### Port wiring, run 1

(3 px per micron)
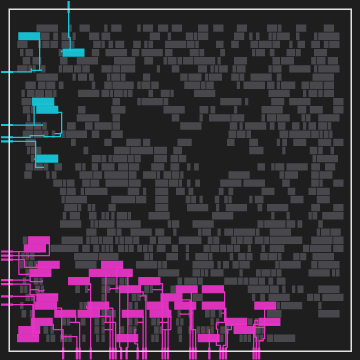
### Signal wires on met1, run 1

(4 px per micron) Supply wires on this layer in gray.
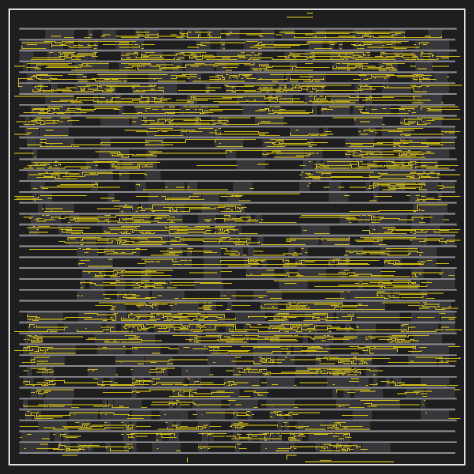
### Cell area per tile, run 1

(3 px per micron) 11 x 11 tiles, from dark blue (low) to red (high), 0 to 100% covered.
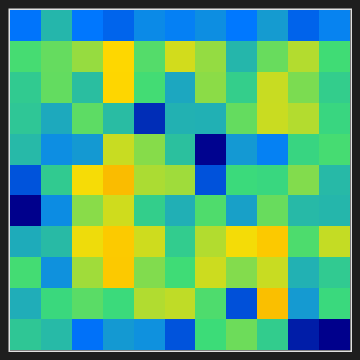
[config.mk]
export PLATFORM = sky130hd
export DESIGN_NAME = sata_host_arbiter
export DESIGN_NICKNAME = d
export VERILOG_FILES = /design/src/rtl/sata_arb_pkg.sv /design/src/rtl/sata_rr_pick.sv /design/src/rtl/sata_host_arbiter.sv
export SDC_FILE = /design/constraint.sdc
export NUM_CORES = 1
export LEC_CHECK = 0
export CAP_MARGIN = 25
export CORE_MARGIN = 2
export CORE_UTILIZATION = 50
export CTS_BUF_LIST = sky130_fd_sc_hd__clkbuf_8
export CTS_CLUSTER_DIAMETER = 80
export DETAILED_ROUTE_END_ITERATION = 16
export DONT_BUFFER_PORTS = 1
export SKIP_LAST_GASP = 1
export SLEW_MARGIN = 40
export SYNTH_ARGS = -nofsm -noshare
export SYNTH_HDL_FRONTEND = slang
export SYNTH_SLANG_ARGS = --single-unit
export TNS_END_PERCENT = 10
[constraint.sdc]
create_clock -name clk -period 4.1 [get_ports clk]
set_clock_uncertainty 0.05 [all_clocks]
set_input_delay 0.41 -clock clk [delete_from_list [all_inputs] [get_ports clk]]
set_output_delay 0.41 -clock clk [all_outputs]
set_load 0.01 [all_outputs]
[src/rtl/sata_arb_pkg.sv]
// Shared types and helpers for the SATA host-bus arbiter.
package sata_arb_pkg;

    // Arbiter sequencing states
    typedef enum logic [2:0] {
        ST_IDLE   = 3'd0,
        ST_ISSUE  = 3'd1,
        ST_RDWAIT = 3'd2,
        ST_DONE   = 3'd3,
        ST_OWNED  = 3'd4
    } arb_state_e;

    // Shadow-register address of the ATA command register
    localparam logic [4:0] CMD_ADDR_DEF = 5'h07;

    // Width of a channel index; never narrower than one bit
    function automatic int idx_w(input int n);
        if (n <= 2) begin
            return 1;
        end else begin
            return $clog2(n);
        end
    endfunction

endpackage

[src/rtl/sata_rr_pick.sv]
// Combinational round-robin selector: first requester at or after ptr_i.
module sata_rr_pick
    import sata_arb_pkg::*;
#(
    parameter int NUM_CH = 4,
    parameter int IW     = 2
) (
    input  logic [NUM_CH-1:0] req_i,
    input  logic [IW-1:0]     ptr_i,
    output logic [NUM_CH-1:0] gnt_o,
    output logic [IW-1:0]     idx_o,
    output logic              any_o
);

    // Scan channels in rotated order and keep the first one requesting
    always_comb begin
        gnt_o = '0;
        idx_o = '0;
        any_o = 1'b0;
        for (int i = 0; i < NUM_CH; i++) begin
            if (!any_o && req_i[(int'(ptr_i) + i) % NUM_CH]) begin
                any_o = 1'b1;
                idx_o = IW'((int'(ptr_i) + i) % NUM_CH);
                gnt_o[(int'(ptr_i) + i) % NUM_CH] = 1'b1;
            end else begin
                any_o = any_o;
            end
        end
    end

endmodule

[src/rtl/sata_host_arbiter.sv]
// N-channel round-robin arbiter onto the SATA core shadow-register host bus.
// Optional build macro SATA_ARB_IPF_ROUTE_EN routes IPF to the channel that
// last wrote the command register and holds that channel's grant while IPF
// is pending; without it IPF is broadcast to every channel.
module sata_host_arbiter
    import sata_arb_pkg::*;
#(
    parameter int                NUM_CH   = 4,
    parameter int                DATA_W   = 32,
    parameter int                ADDR_W   = 5,
    parameter int                RD_LAT   = 1,
    parameter int                HOLD_TMO = 1023,
    parameter logic [ADDR_W-1:0] CMD_ADDR = ADDR_W'(CMD_ADDR_DEF)
) (
    input  logic                     clk,
    input  logic                     reset,
    input  logic [NUM_CH-1:0]        ch_req,
    input  logic [NUM_CH-1:0]        ch_we,
    input  logic [NUM_CH-1:0]        ch_lock,
    input  logic [NUM_CH*ADDR_W-1:0] ch_addr,
    input  logic [NUM_CH*DATA_W-1:0] ch_wdata,
    output logic [NUM_CH-1:0]        ch_ack,
    output logic [NUM_CH-1:0]        ch_err,
    output logic [DATA_W-1:0]        ch_rdata,
    output logic [NUM_CH-1:0]        ch_gnt,
    output logic [NUM_CH-1:0]        ch_ipf,
    output logic                     host_read_en,
    output logic                     host_write_en,
    output logic [ADDR_W-1:0]        host_addr,
    output logic [DATA_W-1:0]        host_wdata,
    input  logic [DATA_W-1:0]        host_rdata,
    input  logic                     write_hold,
    input  logic                     read_hold,
    input  logic                     ipf
);

    localparam int IW = idx_w(NUM_CH);
    // Counter serves both the hold timeout and the read-latency wait
    localparam int CW = ($clog2(HOLD_TMO + 1) > 3) ? $clog2(HOLD_TMO + 1) : 3;

    arb_state_e          state_q, state_d;
    logic [IW-1:0]       ptr_q, ptr_d;
    logic [IW-1:0]       owner_q, owner_d;
    logic [NUM_CH-1:0]   gnt_q, gnt_d;
    logic                we_q, we_d;
    logic [ADDR_W-1:0]   addr_q, addr_d;
    logic [DATA_W-1:0]   wdata_q, wdata_d;
    logic [CW-1:0]       cnt_q, cnt_d;
    logic [DATA_W-1:0]   rdata_q, rdata_d;
    logic [NUM_CH-1:0]   ack_q, ack_d;
    logic [NUM_CH-1:0]   err_q, err_d;
    logic [NUM_CH-1:0]   ipf_q;

    logic [NUM_CH-1:0]   pick_oh_s;
    logic [IW-1:0]       pick_idx_s;
    logic                pick_any_s;
    logic [IW-1:0]       lat_idx_s;
    logic [IW-1:0]       next_ptr_s;
    logic                hold_s;
    logic                lock_eff_s;
    logic [NUM_CH-1:0]   ipf_vec_s;
    logic                wr_en_s;
    logic                rd_en_s;

    sata_rr_pick #(
        .NUM_CH (NUM_CH),
        .IW     (IW)
    ) u_pick (
        .req_i (ch_req),
        .ptr_i (ptr_q),
        .gnt_o (pick_oh_s),
        .idx_o (pick_idx_s),
        .any_o (pick_any_s)
    );

    // A new access comes from the rr winner in IDLE, or the owner while OWNED
    assign lat_idx_s  = (state_q == ST_OWNED) ? owner_q : pick_idx_s;
    assign next_ptr_s = (owner_q == IW'(NUM_CH - 1)) ? '0 : owner_q + IW'(1);
    assign hold_s     = we_q ? write_hold : read_hold;

`ifdef SATA_ARB_IPF_ROUTE_EN
    logic [NUM_CH-1:0] tgt_q;

    // Remember the channel that last wrote the command register
    always_ff @(posedge clk) begin
        if (reset) begin
            tgt_q <= '0;
        end else if (wr_en_s && (addr_q == CMD_ADDR)) begin
            tgt_q <= gnt_q;
        end else begin
            tgt_q <= tgt_q;
        end
    end

    assign lock_eff_s = ch_lock[owner_q] | (ipf & tgt_q[owner_q]);
    assign ipf_vec_s  = ipf ? tgt_q : '0;
`else
    assign lock_eff_s = ch_lock[owner_q];
    assign ipf_vec_s  = {NUM_CH{ipf}};
`endif

    // Next-state and bus-enable logic; enables gate directly on the live hold
    always_comb begin
        state_d = state_q;
        ptr_d   = ptr_q;
        owner_d = owner_q;
        gnt_d   = gnt_q;
        we_d    = we_q;
        addr_d  = addr_q;
        wdata_d = wdata_q;
        cnt_d   = cnt_q;
        rdata_d = rdata_q;
        ack_d   = '0;
        err_d   = '0;
        wr_en_s = 1'b0;
        rd_en_s = 1'b0;
        case (state_q)
            ST_IDLE: begin
                if (pick_any_s) begin
                    owner_d = pick_idx_s;
                    gnt_d   = pick_oh_s;
                    we_d    = ch_we[lat_idx_s];
                    addr_d  = ch_addr[int'(lat_idx_s)*ADDR_W +: ADDR_W];
                    wdata_d = ch_wdata[int'(lat_idx_s)*DATA_W +: DATA_W];
                    cnt_d   = '0;
                    state_d = ST_ISSUE;
                end else begin
                    state_d = ST_IDLE;
                end
            end
            ST_ISSUE: begin
                if (hold_s) begin
                    if (cnt_q == CW'(HOLD_TMO - 1)) begin
                        err_d   = gnt_q;
                        gnt_d   = '0;
                        ptr_d   = next_ptr_s;
                        state_d = ST_IDLE;
                    end else begin
                        cnt_d = cnt_q + CW'(1);
                    end
                end else if (we_q) begin
                    wr_en_s = 1'b1;
                    ack_d   = gnt_q;
                    state_d = ST_DONE;
                end else begin
                    rd_en_s = 1'b1;
                    cnt_d   = CW'(1);
                    state_d = ST_RDWAIT;
                end
            end
            ST_RDWAIT: begin
                if (cnt_q == CW'(RD_LAT)) begin
                    rdata_d = host_rdata;
                    ack_d   = gnt_q;
                    state_d = ST_DONE;
                end else begin
                    cnt_d = cnt_q + CW'(1);
                end
            end
            ST_DONE: begin
                ptr_d = next_ptr_s;
                if (lock_eff_s) begin
                    state_d = ST_OWNED;
                end else begin
                    gnt_d   = '0;
                    state_d = ST_IDLE;
                end
            end
            ST_OWNED: begin
                if (ch_req[owner_q]) begin
                    we_d    = ch_we[lat_idx_s];
                    addr_d  = ch_addr[int'(lat_idx_s)*ADDR_W +: ADDR_W];
                    wdata_d = ch_wdata[int'(lat_idx_s)*DATA_W +: DATA_W];
                    cnt_d   = '0;
                    state_d = ST_ISSUE;
                end else if (!lock_eff_s) begin
                    gnt_d   = '0;
                    state_d = ST_IDLE;
                end else begin
                    state_d = ST_OWNED;
                end
            end
            default: begin
                gnt_d   = '0;
                state_d = ST_IDLE;
            end
        endcase
    end

    // State and datapath registers with synchronous reset
    always_ff @(posedge clk) begin
        if (reset) begin
            state_q <= ST_IDLE;
            ptr_q   <= '0;
            owner_q <= '0;
            gnt_q   <= '0;
            we_q    <= 1'b0;
            addr_q  <= '0;
            wdata_q <= '0;
            cnt_q   <= '0;
            rdata_q <= '0;
            ack_q   <= '0;
            err_q   <= '0;
            ipf_q   <= '0;
        end else begin
            state_q <= state_d;
            ptr_q   <= ptr_d;
            owner_q <= owner_d;
            gnt_q   <= gnt_d;
            we_q    <= we_d;
            addr_q  <= addr_d;
            wdata_q <= wdata_d;
            cnt_q   <= cnt_d;
            rdata_q <= rdata_d;
            ack_q   <= ack_d;
            err_q   <= err_d;
            ipf_q   <= ipf_vec_s;
        end
    end

    assign ch_ack        = ack_q;
    assign ch_err        = err_q;
    assign ch_rdata      = rdata_q;
    assign ch_gnt        = gnt_q;
    assign ch_ipf        = ipf_q;
    assign host_write_en = wr_en_s;
    assign host_read_en  = rd_en_s;
    assign host_addr     = addr_q;
    assign host_wdata    = wdata_q;

endmodule

==> run_results.csv, run 1 <==
group,metric,value,unit
final_layout,bufAreaShareNonClock,2.329,%
detailed_routing,avgViaCountPerCell,6.471,
setup_path,cp_top_family,"simple AND/OR/NAND/NOR gates",
setup_path,r2r-start,"ptr_q[1]",
setup_path,critPathBufInv,2,
final_layout,comb_share,56.78,%
final_timing,rsz0062_at_grt,"false",
setup_path,crit_required,4.30,ns
clocking,cts_buffers,9,
setup_path,rrSetupSlack,0.73,ns
final_timing,relSlewSlack,45.98,%
outcome,status,"complete, no violations",
final_layout,clock_area_share,3.192,%
logic_synthesis,yosysCellCount,722,
logic_synthesis,numSynthFlops,100,
clocking,post_cts_buffers,0,
setup_path,critical_path_class,"register to register",
setup_path,cp_max_fo,38,
power,p_per_area,542.9,nW/um^2
final_layout,signal_buffers,14,
logic_synthesis,ys.flop_type,"dfxtp_1",
grt,grt_pass1_vias,5195,
detailed_routing,wl_met1,7290,microns
final_layout,fillers,1095,
floorplan,num_rows,39,
final_layout,regArea,2002,sq um
logic_synthesis,ys_top_logic_family,"AND-OR/OR-AND gates",
setup_path,r2r_end,"host_wdata[23]",
final_layout,clkbuf_count,9,
grt,grt_usage,26.35,%
setup_path,max_stage_delay,0.55,ns
final_timing,worst_pin_slew,0.8083,ns
final_timing,period_needed,3.367,ns
hold_path,whs_path_depth,1,
logic_synthesis,synth_cell_types,54,
detailed_routing,drt-initial-drc-count,427,
logic_synthesis,synthesis.area,5993,sq um
detailed_routing,drt_pass1_iterations,7,
clocking,path_clk_slew,0.10,ns
clocking,clock-sinks,100,
grt,busiest_layer,"met2",
power,p_clk,0.657,mW
power,p_int,1.959,mW
final_timing,timing.final.ws_setup,0.7328,ns
grt,antenna_found_initial,0,
floorplan,fp.dieH,113.5,microns
setup_path,critical_path.slowest_cell,"dfxtp_1",
grt,grt_util_met3,5.420,%
final_timing,setup_violations,0,
final_layout,layout.area.comb,3538,sq um
grt,grt-ovfl-total,0,
logic_synthesis,yosys_warnings,0,
final_timing,timing.final.crit_share,82.13,%
logic_synthesis,mux_share,9.833,%
final_layout,fin_area,6232,sq um
logic_synthesis,fa_ha_area_share,2.505,%
final_layout,ff_count,100,
hold_path,hold_path_startpoint,"reset",
logic_synthesis,simple_gate_area_share,16.53,%
logic_synthesis,ys_chip_area,5993,sq um
setup_path,path_depth,9,
logic_synthesis,synthArstFlopShare,0,%
power,p_seq,1.40,mW
floorplan,nWellTaps,143,
floorplan,fp.coreArea,11560,sq um
power,power_leader,"registers",
detailed_routing,wl_met2,8523,microns
setup_path,critPathLaunch,"ptr_q[1]",
final_timing,hold_ws,0.04810,ns
detailed_routing,drc,0,
final_layout,comb_cells,508,
logic_synthesis,edf_count,0,
final_timing,hold_violations,0,
clocking,cts_buffer_depth,2,
final_layout,largest_class,"multi-input combinational cells",
final_layout,fin_nets,887,
detailed_routing,maxUsedRoutingLayer,"met4",
detailed_routing,ant_nets,0,
final_timing,fin_tns_setup,0,ns
placement,dpl-instance-area,6028,sq um
logic_synthesis,yosysMostFrequentCell,"nand2_1",
power,switching_share,42.09,%
logic_synthesis,avgSynthCellArea,8.301,sq um
detailed_routing,routedWlPerCell,21.13,microns
run,cap_violations,0,
final_layout,seq_share,32.12,%
grt,grt_max_degree,48,
logic_synthesis,synth_nets,931,
logic_synthesis,top_area_cell,"dfxtp_1",
logic_synthesis,compound_area_share,27.81,%
final_timing,finalMaxSlewViolations,0,
placement,gp_congestion,0.8664,
setup_path,cp.arrival,3.57,ns
setup_path,reg2regPathDepth,9,
clocking,h-tree-depth,3,
logic_synthesis,top_area_share,33.40,%
power,peakVddDrop,0.2612,mV
final_layout,final_cells,826,
power,comb_power_share,39.3,%
final_timing,fmax,0.2970,GHz
final_layout,num-nonclk-inverters,45,
grt,grtUsageMet2,44.35,%
placement,dp_cells,810,
grt,grt_pass1_wl,27290,microns
clocking,clock_latency,0.39,ns
placement,dp_hpwl,12310,microns
run,warnings,35,
detailed_routing,vias,5345,
hold_path,hold_path_class,"primary input to register",
clocking,cts_tree,"built",
power,pwr-share-clk,19.4,%
floorplan,dieArea,12880,sq um
power,powerComb,1.33,mW
final_layout,drive_above_1_share,11.27,%
final_layout,diodes,0,
power,p_leak,2.154,nW
power,pwr-share-seq,41.3,%
Back to the opening pictures, 'Port wiring':
legend:
  magenta:
    port: ch_rdata
    bits: 32
    direction: output
    end_cells: 32
    buffers: 0
    wire: 625 microns
  cyan:
    port: host_addr
    bits: 5
    direction: output
    end_cells: 5
    buffers: 0
    wire: 124 microns
IO Pins: 284
IO buf count: 0

Back to the opening pictures, 'Signal wires on met1':
nets with wire on the layer: 787
main direction: horizontal
met1 usage: 32.95%
Routed Wire Length: 17460 microns

Back to the opening pictures, 'Cell area per tile':
densest ninth of the die: bottom middle
fullest tile: 79%
nearly empty tiles: 2.5%
mean over tiles: 47%
Core Util at FP: 51.82%
Core Util, Final: 53.89%

## Run 2: what changed since run 1
- clock period: 4.1 -> 3.2 ns (I/O delays scaled with it)
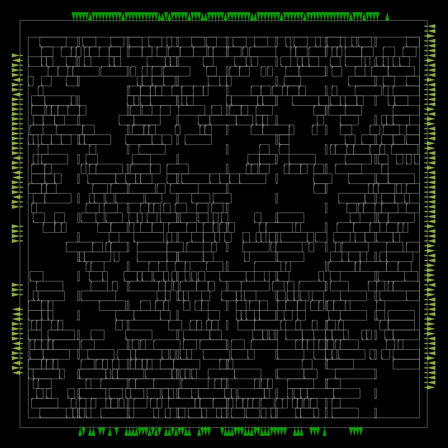
*Cell placement, run 2*
Tapcells: 143
fraction of area in registers: 30.41%

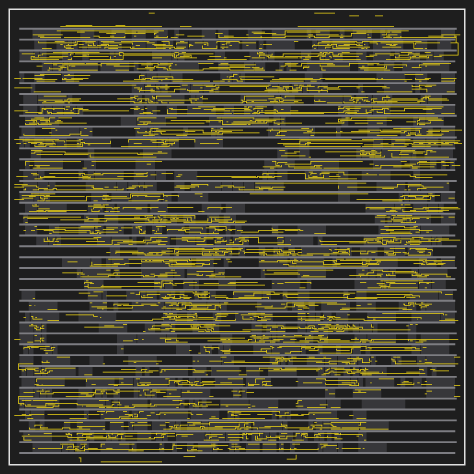
*Signal wires on met1, run 2*
(4 px per micron) Supply wires on this layer in gray.
longest straight run: 30.8 microns
nets with wire on the layer: 803
via count: 5487
Routed Wire Length: 17740 microns
met1 usage: 32.48%

==> run 2 against run 1 <==
Clock power up 33%. Combinational power up 35%. Largest cell class unchanged. First-iteration DRC count down 9.8%. Worst setup slack worse by 0.43 ns.
==> run_results.csv, run 2 <==
group,metric,value,unit
final_timing,setup_violations,0,
detailed_routing,drc,0,
detailed_routing,routedWlPerCell,20.53,microns
final_timing,fmax,0.3451,GHz
final_layout,postLayoutCoreUtil,56.93,%
grt,grt-ovfl-total,0,
run,cap_violations,0,
power,p_leak,2.319,nW
logic_synthesis,avgSynthCellArea,8.301,sq um
final_layout,comb_share,53.65,%
power,peakVddDrop,0.3265,mV
final_timing,period_needed,2.898,ns
floorplan,dieArea,12880,sq um
final_layout,signal_buffers,52,
power,p_per_area,676.4,nW/um^2
placement,port_buffers,0,
setup_path,critical_path_class,"register to register",
final_layout,largest_class,"multi-input combinational cells",
final_layout,diodes,0,
final_timing,relSlewSlack,46.59,%
logic_synthesis,synth_nets,931,
final_timing,worst_pin_slew,0.7951,ns
final_timing,timing.final.ws_setup,0.3024,ns
setup_path,cp_max_fo,27,
clocking,cts_root_buf,"clkbuf_8",
setup_path,critPathLaunch,"ptr_q[1]",
final_layout,final_cells,864,
detailed_routing,maxUsedRoutingLayer,"met4",
detailed_routing,drt_pass1_iterations,7,
grt,busiest_layer,"met2",
logic_synthesis,numSynthFlops,100,
logic_synthesis,ys.flop_type,"dfxtp_1",
final_timing,hold_violations,0,
logic_synthesis,top_area_share,33.40,%
final_layout,ff_count,100,
final_layout,fillers,1040,
logic_synthesis,fa_ha_area_share,2.505,%
final_layout,drive_above_1_share,11.93,%
final_timing,fin_tns_setup,0,ns
floorplan,pin_count,284,
power,p_int,2.576,mW
placement,dpl-instance-area,6080,sq um
power,pwr-share-seq,40.1,%
power,comb_power_share,40.2,%
detailed_routing,wl_met2,8343,microns
detailed_routing,wl_met1,7483,microns
outcome,status,"complete, no violations",
grt,grt_pass1_vias,5327,
setup_path,rrSetupSlack,0.30,ns
logic_synthesis,synth_cell_types,54,
grt,grt_max_degree,46,
setup_path,critPathBufInv,2,
grt,antenna_found_initial,0,
grt,grt_util_met3,5.632,%
clocking,clock_latency,0.39,ns
placement,dp_hpwl,12400,microns
logic_synthesis,synthesis.area,5993,sq um
setup_path,max_stage_delay,0.53,ns
setup_path,reg2regPathDepth,9,
placement,gp_congestion,0.8936,
placement,dp_cells,819,
grt,grt_usage,26.53,%
floorplan,fp.dieH,113.5,microns
final_timing,timing.final.crit_share,90.55,%
power,p_clk,0.875,mW
clocking,clock-sinks,100,
logic_synthesis,yosysCellCount,722,
logic_synthesis,compound_area_share,27.81,%
run,warnings,35,
logic_synthesis,simple_gate_area_share,16.53,%
clocking,post_cts_buffers,0,
grt,grtUsageMet2,44.79,%
logic_synthesis,edf_count,0,
clocking,cts_buffer_depth,2,
final_layout,num-nonclk-inverters,45,
logic_synthesis,mux_share,9.833,%
clocking,path_clk_slew,0.10,ns
hold_path,whs_path_depth,2,
clocking,h-tree-depth,3,
power,p_seq,1.79,mW
floorplan,fp_util,51.82,%
logic_synthesis,synthArstFlopShare,0,%
final_layout,layout.area.comb,3532,sq um
final_timing,finalMaxSlewViolations,0,
setup_path,crit_required,3.43,ns
final_layout,fin_area,6584,sq um
logic_synthesis,ys_chip_area,5993,sq um
clocking,cts_tree,"built",
power,pwr-share-clk,19.6,%
hold_path,hold_path_class,"primary input to register",
setup_path,cp.arrival,3.13,ns
final_layout,regArea,2002,sq um
detailed_routing,drt-initial-drc-count,385,
setup_path,cp_top_family,"AND-OR/OR-AND gates",
floorplan,fp.coreArea,11560,sq um
detailed_routing,ant_nets,0,
logic_synthesis,yosysMostFrequentCell,"nand2_1",
final_layout,fin_nets,925,
final_timing,rsz0062_at_grt,"false",
floorplan,num_rows,39,
final_layout,bufAreaShareNonClock,7.564,%
## Run 3: what changed since run 2
- ABC_AREA: not set -> 1
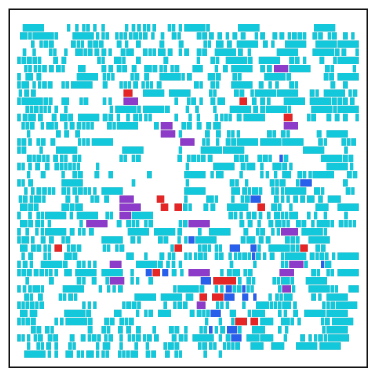
*Cell sizes after repair, run 3*
(3 px per micron)
legend:
  cyan:
    size: _0 and _1 cells
    cells: 987
    share: 95%
  blue:
    size: _2 cells
    cells: 20
    share: 1.9%
  purple:
    size: _6 and larger
    cells: 19
    share: 1.8%
  red:
    size: _3 and _4 cells
    cells: 16
    share: 1.5%
Synth-to-Final Area Change: 4.063%
Non-CTS buffers: 17
final worst setup slack: 0.4557 ns
post-route cell area: 6858 sq um

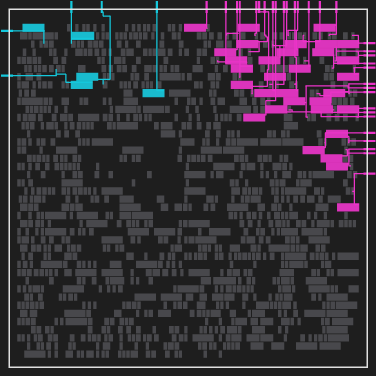
*Port wiring, run 3*
(3 px per micron)
legend:
  magenta:
    port: ch_rdata
    bits: 32
    direction: output
    end_cells: 32
    buffers: 0
    wire: 582 microns
  cyan:
    port: host_addr
    bits: 5
    direction: output
    end_cells: 5
    buffers: 0
    wire: 126 microns

==> run 3 against run 2 <==
First-iteration DRC count decreased by 22%. Cell count is 41% higher. Synthesized area rose by 10%. Worst hold slack improved by 0.059 ns. Cell area up 4.2%. Synthesized cell count is 48% higher. Count of clock-buffer cells in the layout unchanged. Combinational power is 140% higher. Global-route usage decreased by 0.58 points. Critical path type unchanged.
==> run_results.csv, run 3 <==
group,metric,value,unit
final_layout,regArea,2002,sq um
final_layout,num-nonclk-inverters,266,
power,p_clk,0.829,mW
final_timing,finalMaxSlewViolations,0,
grt,grt_max_degree,77,
clocking,clock-sinks,100,
logic_synthesis,synth_nets,1281,
final_timing,fin_tns_setup,0,ns
floorplan,fp.dieH,118.8,microns
clocking,path_clk_slew,0.11,ns
setup_path,cp_max_fo,31,
detailed_routing,drc,0,
power,peakVddDrop,0.6377,mV
detailed_routing,vias,6228,
logic_synthesis,ys_chip_area,6590,sq um
final_layout,largest_class,"multi-input combinational cells",
grt,grtUsageMet1,30.93,%
final_layout,diodes,1,
final_timing,period_needed,2.744,ns
power,p_per_area,1035,nW/um^2
hold_path,hold_path_class,"primary input to register",
logic_synthesis,synthesis.area,6590,sq um
placement,port_buffers,0,
detailed_routing,drt-initial-drc-count,302,
final_timing,fmax,0.3644,GHz
placement,dp_cells,1196,
final_layout,final_cells,1215,
placement,dp_hpwl,13410,microns
power,p_seq,1.94,mW
logic_synthesis,top_area_share,30.38,%
detailed_routing,maxUsedRoutingLayer,"met4",
floorplan,num_rows,41,
detailed_routing,wl_met2,8932,microns
logic_synthesis,synthArstFlopShare,0,%
setup_path,rrSetupSlack,0.46,ns
setup_path,crit_required,3.44,ns
placement,gp_congestion,0.9051,
detailed_routing,finalWirelength,18590,microns
final_timing,worst_pin_slew,0.8087,ns
grt,busiest_layer,"met2",
logic_synthesis,mux_share,0,%
detailed_routing,ant_nets,0,
detailed_routing,drt_pass1_iterations,7,
run,warnings,36,
clocking,post_cts_buffers,0,
clocking,h-tree-depth,3,
grt,grt_pass1_vias,5719,
clocking,clock_latency,0.38,ns
logic_synthesis,yosysMostFrequentCell,"inv_1",
final_timing,relSlewSlack,46.09,%
floorplan,pin_count,284,
power,pwr-share-clk,11.7,%
final_timing,rsz0062_at_grt,"false",
logic_synthesis,avgSynthCellArea,6.147,sq um
placement,dpl-instance-area,6635,sq um
detailed_routing,wl_met1,7715,microns
final_layout,drive_above_1_share,5.278,%
run,cap_violations,0,
logic_synthesis,numSynthFlops,100,
power,comb_power_share,61.0,%
setup_path,cp.arrival,2.98,ns
logic_synthesis,fa_ha_area_share,2.278,%
clocking,cts_tree,"built",
final_layout,fillers,1376,
logic_synthesis,yosysCellCount,1072,
floorplan,fp_util,51.80,%
final_timing,setup_violations,0,
final_layout,layout.area.comb,3252,sq um
outcome,status,"complete, no violations",
setup_path,critPathBufInv,4,
setup_path,critPathLaunch,"ptr_q[1]",
power,p_int,3.351,mW
setup_path,max_stage_delay,0.50,ns
final_timing,timing.final.crit_share,85.76,%
setup_path,critical_path_class,"register to register",
final_layout,ff_count,100,
clocking,cts_buffer_depth,2,
floorplan,fp.coreArea,12720,sq um
grt,grtUsageMet2,44.00,%
grt,grt-ovfl-total,0,
grt,grt_usage,25.95,%
detailed_routing,routedWlPerCell,15.30,microns
setup_path,cp_top_family,"simple AND/OR/NAND/NOR gates",
Power is estimated from default activity; no workload was simulated.
